### M1 wires

The bar under the picture is 20 µm long. Supply wires on this layer in grey.
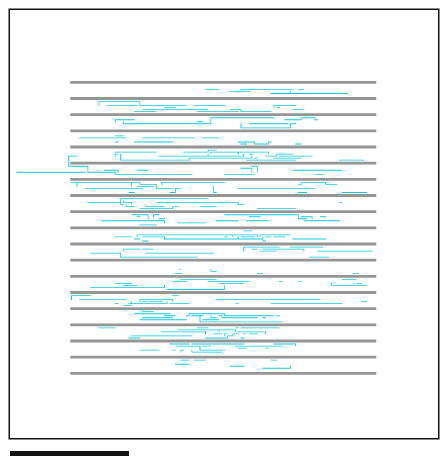
### Met2 routing

Cells faint in the background.
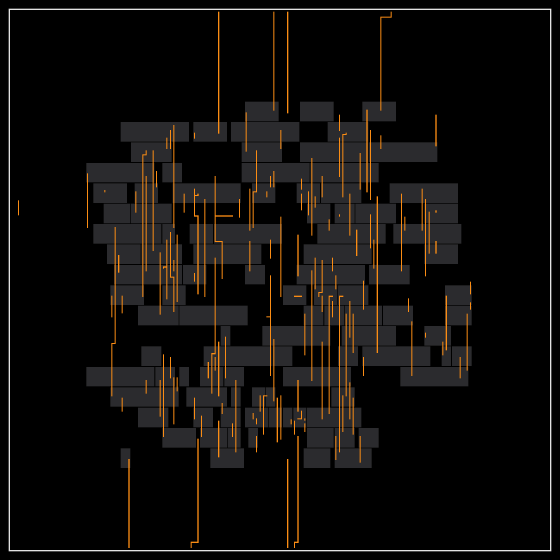
### Metal 3

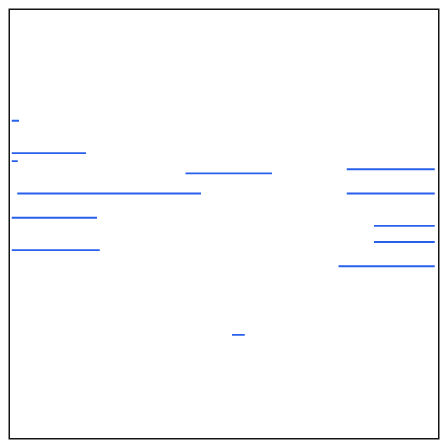
### Congestion heat map

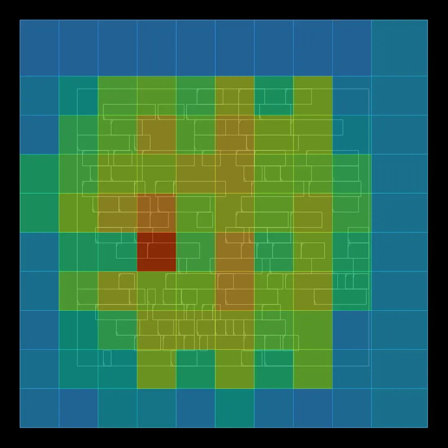
### Wiring heat map

The die is cut into 14 by 14 equal tiles; dark blue is low, red is high, scaled to the fullest tile. Values are wire area over tile area, all layers added.
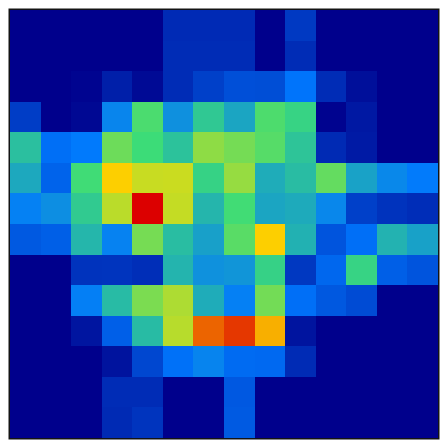
File: config.mk
export PLATFORM = sky130hd
export DESIGN_NAME = spi_s2p_param
export DESIGN_NICKNAME = d
export VERILOG_FILES = /design/src/rtl/spi_s2p_param.sv
export SDC_FILE = /design/constraint.sdc
export NUM_CORES = 1
export LEC_CHECK = 0
export CORE_MARGIN = 10
export CORE_UTILIZATION = 40
export CTS_CLUSTER_SIZE = 16
export DETAILED_ROUTE_END_ITERATION = 7
export SYNTH_ARGS = -nofsm -noshare
export SYNTH_HDL_FRONTEND = slang
export SYNTH_SLANG_ARGS = --single-unit
File: constraint.sdc
create_clock -name clk -period 1.6 [get_ports clk]
set_input_delay 0.32 -clock clk [delete_from_list [all_inputs] [get_ports clk]]
set_output_delay 0.32 -clock clk [all_outputs]
set_load 0.01 [all_outputs]
File: src/rtl/spi_s2p_param.sv
// Parametrised SPI serial-to-parallel receiver: WIDTH-bit words, MSB- or LSB-first.
// Define SPI_S2P_PARITY_EN to append and check one even-parity bit per frame.
module spi_s2p_param #(
  parameter int WIDTH     = 10,
  parameter bit MSB_FIRST = 1'b1
) (
  input  logic             clk,
  input  logic             rst,
  input  logic             MOSI,
  input  logic             En_S2P,
  input  logic             frame_clr,
  output logic [WIDTH-1:0] rx_data,
  output logic             rx_valid,
  output logic             busy,
  output logic             parity_err
);

  localparam int CNT_W = $clog2(WIDTH + 1);
`ifdef SPI_S2P_PARITY_EN
  localparam int FRAME_LEN = WIDTH + 1;
`else
  localparam int FRAME_LEN = WIDTH;
`endif
  localparam logic [CNT_W-1:0] LAST_BIT = CNT_W'(FRAME_LEN - 1);

  logic [WIDTH-1:0] sreg;
  logic [WIDTH-1:0] shifted;
  logic [CNT_W-1:0] cnt;

  // Shift direction decides which end of the word the first bit reaches.
  always_comb begin
    shifted = MSB_FIRST ? {sreg[WIDTH-2:0], MOSI} : {MOSI, sreg[WIDTH-1:1]};
  end

  // NOTE: all state uses non-blocking assignments so every register samples
  // pre-edge values; blocking here would create order-dependent races.
  always_ff @(posedge clk or posedge rst) begin
    if (rst) begin
      sreg     <= '0;
      cnt      <= '0;
      rx_data  <= '0;
      rx_valid <= 1'b0;
      busy     <= 1'b0;
`ifdef SPI_S2P_PARITY_EN
      parity_err <= 1'b0;
`endif
    end else begin
      rx_valid <= 1'b0;
`ifdef SPI_S2P_PARITY_EN
      parity_err <= 1'b0;
`endif
      if (frame_clr) begin
        sreg <= '0;
        cnt  <= '0;
        busy <= 1'b0;
      end else if (En_S2P) begin
        if (cnt == LAST_BIT) begin
          cnt      <= '0;
          busy     <= 1'b0;
          rx_valid <= 1'b1;
`ifdef SPI_S2P_PARITY_EN
          // Current MOSI is the parity bit; the data word is already complete.
          rx_data    <= sreg;
          parity_err <= ^{sreg, MOSI};
`else
          rx_data <= shifted;
`endif
        end else begin
          sreg <= shifted;
          cnt  <= cnt + CNT_W'(1);
          busy <= 1'b1;
        end
      end
    end
  end

`ifndef SPI_S2P_PARITY_EN
  assign parity_err = 1'b0;
`endif

endmodule

==> reports/results.txt <==
setup TNS - 0 ps
Synth Cell Area - 0.00108 mm²
Yosys Chip Area - 0.00108 mm²
initial antenna violation count - 0
logic gate share of total power - 9.4%
Worst-Skew Late Latency - 320 ps
Synth Area in Compound Gates - 12.9%
Pre-antenna DRT Iters - 4
post-synthesis mux area share - 14.6%
status - completed
max reg flops - 10
Max-Cap Viols - 0
Seq. pwr - 0.648 mW
clock-pin slew on the worst setup and hold paths - 130 ps
Die Y - 72.0 µm
Clock Power Share - 27.2%
Crit-path slowest cell - clkdlybuf4s50_1
Ys Warns - 0
Setup crit start kind - register
# rows - 18
Max Freq - 649 MHz
Commonest flop - dfrtp_1
Crit Path Class - reg2out
largest net degree at the start of global routing - 26
critical path's top delay family - buffers and inverters
min cycle time layout - 1540 ps
EDFF count, synth - 0
tool warning count - 27
r2r startpoint - cnt[1]
Critical Path Max Stage Delay - 530 ps
sum of buffers and inverters on the critical path - 1
Mapped Cells - 72
Layout Nets - 108
Worst Reg-to-Reg Cells - 6
post-synthesis register bit count - 25
# diodes - 0
Hold Slack - 329 ps
cell taking the most area after synthesis - dfrtp_1
Int Pwr - 0.784 mW
Largest regs - rx_data: 10 flops, sreg: 9 flops, cnt: 4 flops
chip area - 0.00519 mm²
PD cells - 733 mW/mm²
Most flops, register - rx_data
Worst Path Arrival - 1220 ps
Comb. pwr - 0.0962 mW
routed via count - 637
total I/O pin count - 18
Syn-to-layout area delta - 28.9%
CTS Buf Count - 3
Max H-tree Level - 1
comb area leader - multiplexers
most frequent cell after synthesis - dfrtp_1
worst reg-to-reg setup slack - 100 ps
routability cong. - 0.701
Slew Viols, Final - 0
Yosys top cell area share - 57.8%
Total Wirelength - 1.94 mm
remaining global-route overflow - 0
CP Max Fanout - 2
number of global-route vias before repair - 682
asr flop ratio synth - 100%
most frequent logic cell in the layout - dfrtp_1
first-pass GRT wire length - 3.29 mm
worst r2r dst - rx_data[1]
Critical Path End Type - output pin
worst min-delay path category - in2async
endpoints failing setup - 0
top cells by area - dfrtp_1 58%, mux2_4 12%, a22o_1 8.1%
Seq share, synth - 57.8%
CP cell instances - clkdlybuf4s50_1
core area - 0.00252 mm²
ANT nets after route - 0
## Picture notes: 'M1 wires'
main direction: horizontal
longest straight run: 20.2 µm
share of all routed wire: 50%
nets with wire on the layer: 93
wire length on this layer: 970 µm

## Picture notes: 'Met2 routing'
share of all routed wire: 41%
main direction: vertical

## Picture notes: 'Metal 3'
nets with wire on the layer: 12
longest straight run: 30.6 µm

## Picture notes: 'Congestion heat map'
wire length per cell: 14.9 µm
met2 global-route usage: 11.1%
grt met3 use: 4.35%
M1 GR Usage: 9.82%

## Picture notes: 'Wiring heat map'
fullest tile: 0.30
emptiest ninth of the die: lower right
mean over tiles: 0.060
tiles over half the peak: 13%
densest ninth of the die: centre
nearly empty tiles: 37%

## routing by layer
| layer | vias up | global-route usage, % | routed length (µm) |
|---|---|---|---|
| met5 | - | 0 | 0 |
| met4 | 0 | 2.58 | 12 |
| met3 | 2 | 4.35 | 153 |
| met2 | 14 | 11.1 | 802 |
| met1 | 311 | 9.82 | 970 |
| li1 | 310 | - | - |
## worst min-delay path, cell delays in order
cell	delay (ps)
clkdlybuf4s50_1	400
inv_1	50
buf_4	300
## how the worst max path moves through the flow
stage	startpoint	endpoint	depth (start not counted)
after CTS	rx_data[2]	rx_data[2]	1
final	rx_data[9]	rx_data[9]	1
after detailed placement	En_S2P	rx_data[0]	5
after floorplan	cnt[1]	rx_data[0]	6
after global routing	rx_data[9]	rx_data[9]	1
after global placement	En_S2P	rx_data[1]	5
## area by class of cell
class | count | area [µm²]
flip-flops and latches | 25 | 626
clock buffers | 3 | 22.5
fillers | 223 | 1130
clock inverters | 1 | 5.00
well taps | 30 | 37.5
repair buffers | 27 | 280
multi-input cells | 41 | 413
inverters | 3 | 11.3
## per-stage QoR
step / total power, mW / cells / setup WS (ps)
floorplan: 0.708 / 72 / 145
global placement: 0.754 / 125 / -17.3
detailed placement: 0.755 / 125 / -32.6
CTS: 1.04 / 129 / 4.61
global route: 1.08 / 130 / 1.15
finish: 1.02 / 130 / 60.3
## timing repair
item / 4_1_cts / 5_1_grt
resized: 0 / 11
hold buffers: 0 / 0
setup buffers: 0 / 1
endpoints found under the setup margin: 0 / 12
## kinds of logic (layout without fill, tap and decap cells)
group	Yosys count	count (layout)
flip-flops	25	25
AND-OR/OR-AND	18	18
multiplexers	11	11
AND/OR/NAND/NOR	9	9
buffers and inverters	6	34
adder cells (fa/ha/maj)	2	2
other	1	1
Power and IR drop assume default switching activity.
